==> images/met3.png <==
Scale: 3 px per µm.
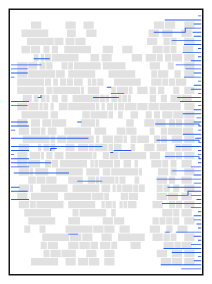
==> images/pdn.png <==
Scale: 4 px per µm. Pins as bars on the die edge. Tap cells in grey.
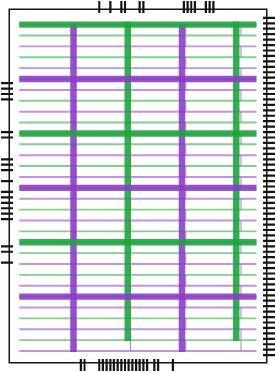
==> images/final_clocks.png <==
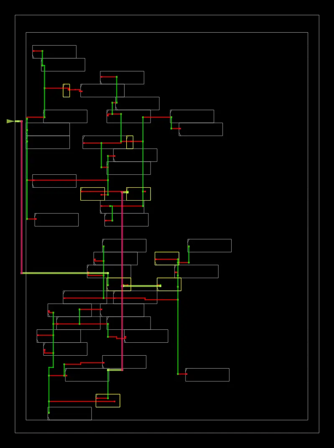
==> images/metal_stack.png <==
Scale: 4 px per µm.
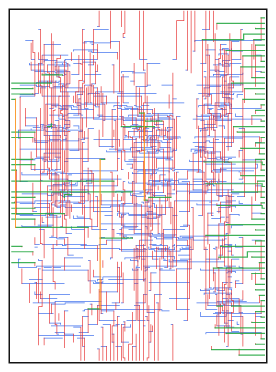
==> images/met2.png <==
Scale: 3 px per µm.
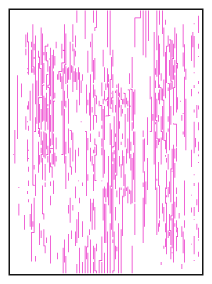
==> config.mk <==
export PLATFORM = sky130hd
export DESIGN_NAME = microcode_sequencer_flat
export DESIGN_NICKNAME = d
export VERILOG_FILES = /design/src/rtl/microcode_sequencer_if.sv /design/src/rtl/microcode_sequencer.sv /design/src/flat_wrapper.sv
export SDC_FILE = /design/constraint.sdc
export NUM_CORES = 1
export LEC_CHECK = 0
export CORE_ASPECT_RATIO = 1.4
export CORE_MARGIN = 2
export CORE_UTILIZATION = 42
export DETAILED_ROUTE_END_ITERATION = 10
export PLACE_DENSITY = 0.87
export SLEW_MARGIN = 20
export SYNTH_ARGS = -nofsm -noshare
export SYNTH_HDL_FRONTEND = slang
export SYNTH_SLANG_ARGS = --single-unit
==> constraint.sdc <==
create_clock -name clk -period 2.7 [get_ports clk]
set_input_delay 0.54 -clock clk [delete_from_list [all_inputs] [get_ports clk]]
set_output_delay 0.54 -clock clk [all_outputs]
set_load 0.01 [all_outputs]
==> run_results.csv <==
group,metric,value,unit
run_status,status,"finished clean",
synthesis,yosys.cell_count.top_type,"sky130_fd_sc_hd__and3_1",
final_layout,layoutNonFillerInstCount,405,
route,detail_route.wirelength.met1,2340,µm
sta,tightestPinTransition,0.583,ns
final_layout,diodes,0,
run,openroad_warning_count,27,
sta,fin_crit_sh,95.8,%
sta,tns,0,ns
clock_network,clk_pin_slew,0.07,ns
setup_path,cp_common_cell,"sky130_fd_sc_hd__clkdlybuf4s50_1",
power,p_comb_share,54.3,%
clock_network,post_cts_buffers,0,
setup_path,crit_family,"buffers and inverters",
route,route.top_layer_used,"met4",
final_layout,finalCoreUtilization,71.1,%
clock_network,number_of_buffers_on_the_longest_clock_path,2,
setup_path,worstSetupEndpointType,"output pin",
sta,setup_viol,0,
setup_path,timing.reg2reg.worst_path_depth,5,
placement,dpl_cell_area,3340,µm²
final_layout,fillerInstances,373,
power,largestPowerGroup,"combinational cells",
route,met3_length,525,µm
final_layout,most-common-layout-cells,"113 x sky130_fd_sc_hd__clkdlybuf4s50_1, 39 x sky130_fd_sc_hd__and3_1, 36 x sky130_fd_sc_hd__dfrtp_1",
synthesis,ys_chip_area,2120,µm²
final_layout,drive_gt1_share,6.74,%
clock_network,number_of_levels_in_the_clock_h_tree,2,
setup_path,worst_path_largest_cell_delay,0.54,ns
clock_network,cts_repair_resize_count,0,
setup_path,path_depth,5,
setup_path,critPathLaunchType,"input port",
final_layout,area.growth.synth_to_final,62.7,%
sta,fmaxAchievable,0.387,GHz
setup_path,worst_path_arrival,2.05,ns
power,power_report.internal_total,0.00149,W
sta,fin_crit,2.59,ns
power,sequential_logic_power,0.000700,W
route,detailedRoute.firstPassIterationCount,4,
power,switching_share,37.2,%
die,floorplan.initialDensity,43.7,%
setup_path,timing.critical_path.fanout_max,34,
sta,finalMaxSlewViolations,0,
global_route,number_of_antenna_violations_at_the_first_check_in_global_routing,0,
sta,unrepaired_setup_endpoints_after_global_routing,"no",
run,drv_cap,0,
clock_network,clk_latency,0.28,ns
setup_path,critical_path.slowest_cell,"sky130_fd_sc_hd__clkdlybuf4s50_1",
setup_path,timing.reg2reg.setup_slack,0.56,ns
power,power.share.sequential,29.5,%
route,routed-wl-met2,3100,µm
final_layout,post-route-cell-area,3440,µm²
global_route,grtUsageMet1,24.9,%
global_route,grt.overflow.total,0,
synthesis,synth-edff-count,0,
global_route,first_global_vias,2099,
die,ios,114,
synthesis,yosys-stat-cells,225,
synthesis,top_cells_by_count,"39 x sky130_fd_sc_hd__and3_1, 36 x sky130_fd_sc_hd__dfrtp_1, 17 x sky130_fd_sc_hd__nand2_1, 15 x sky130_fd_sc_hd__xnor2_1",
global_route,wire_length_of_the_first_global_routing_pass,9860,µm
synthesis,synthTopCellsByArea,"sky130_fd_sc_hd__dfrtp_1 43%, sky130_fd_sc_hd__and3_1 12%, sky130_fd_sc_hd__xnor2_1 6.2%",
synthesis,postSynth.asyncResetShare,100,%
final_layout,mi_logic_area,1130,µm²
setup_path,timing_worst_setup_path_type,"in -> out",
min_path,hold_path_class,"reg -> reg",
route,postRouteAntennaNets,0,
die,chipArea,5630,µm²
final_layout,seqCellArea,901,µm²
synthesis,syn_area,2120,µm²
setup_path,critical_path.n_buffers_inverters,3,
power,power.leakage,1.47,nW
setup_path,path_cells,"clkdlybuf4s50_1 -> nand2b_4 -> buf_12 -> and3_1 -> clkdlybuf4s50_1",
placement,io_buffer_count,113,
synthesis,share_of_synthesized_area_occupied_by_flip_flops_and_latches,42.6,%
sta,max_slew_margin,60.9,%
synthesis,synth-warning-count,0,
clock_network,cts_buffers,5,
final_layout,lay_top_count,"sky130_fd_sc_hd__clkdlybuf4s50_1",
global_route,top_usage_layer,"met2",
placement,place_inst,397,
global_route,maximum_number_of_pins_on_one_net_before_global_route_repair,37,
placement,place.gp.congestion,0.798,
power,switching_power,0.000884,W
synthesis,syn_area_per_cell,9.40,µm²
route,drt-initial-drc-count,82,
final_layout,largest_register_ffs,16,
route,vias_per_cell,5.40,
min_path,hold-path-cell-count,1,
clock_network,clock_tree_from_tritoncts,"yes",
power,power_density,690,nW/µm²
setup_path,critPathRequiredTime,2.16,ns
synthesis,synth_cell_types,41,
final_layout,nets,389,
power,power_combinational,0.00129,W
synthesis,postSynth.topFlopCell,"sky130_fd_sc_hd__dfrtp_1",
sta,final-hold-violation-count,0,
placement,hpwlAfterDp,4770,µm
die,fp-row-count,30,
synthesis,flops_after_synth,36,
clock_network,numClockSinks,36,
synthesis,synth.top_cell.area_share,42.6,%
clock_network,cts_root_buffer,"sky130_fd_sc_hd__clkbuf_8",
clock_network,post_cts_hold_buffer_count,0,
route,drcViolationCount,0,
synthesis,synthDominantAreaCellType,"sky130_fd_sc_hd__dfrtp_1",
synthesis,synthesis.instances,225,
power,clockPowerShare,16.2,%
die,core_footprint,4840,µm²
synthesis,floorplan.nets,274,
Notes on met3.png above:
longest straight run: 30.1 µm
share of all routed wire: 8.7%
wire length on this layer: 525 µm
vias: 2189
aggregate routed wire length: 6050 µm
met3 Use GR: 5.14%

Notes on pdn.png above:
[VDD] green
[VSS] purple
met5 straps: 6
tap cells: 64
met1 rails: 31
worst ir drop on vdd: 0.530 mV
Die X-Extent: 64.0 µm
die extent in y: 88.0 µm

Notes on final_clocks.png above:
flip-flops: 36
worst setup skew after layout: 0.00267 ns
Clock net power: 0.000386 W
count of clock buffers in the final design: 8

Notes on metal_stack.png above:
[met1] blue | wire length: 2340 µm
[met4] orange | wire length: 91.1 µm
[met2] red | wire length: 3100 µm
[met3] green | wire length: 525 µm
GRT Util Overall: 22.2%
final routed wire length divided by cell count: 14.9 µm

Notes on met2.png above:
nets with wire on the layer: 348
wire length on this layer: 3100 µm
share of all routed wire: 51%
met2 Track Usage GR: 41.2%

cell families after synthesis:
family	after synthesis	synth area share [%]
AND-OR/OR-AND	27	10.1
XOR/XNOR	16	6.62
adder cells (fa/ha/maj)	3	1.77
buffers and inverters	22	4.49
flip-flops	36	42.6
multiplexers	3	1.60
AND/OR/NAND/NOR	118	32.9
area by class of cell:
type                            count  share of cell area [%]
Clock buffer                        8                    2.62
Tap cell                           64                    2.33
Sequential cell                    36                    26.2
Inverter                            9                   0.981
Timing Repair Buffer              121                    35.1
Multi-Input combinational cell    167                    32.8
stage by stage:
stage	hold WS (ns)	total power, W	setup WS (ns)
floorplan	0.508	0.00136	0.830
global placement	0.467	0.00196	0.112
detailed placement	0.475	0.00199	0.0954
CTS	0.492	0.00238	0.0203
global route	0.515	0.00255	0.0254
finish	0.486	0.00238	0.113
Power and IR drop assume default switching activity.
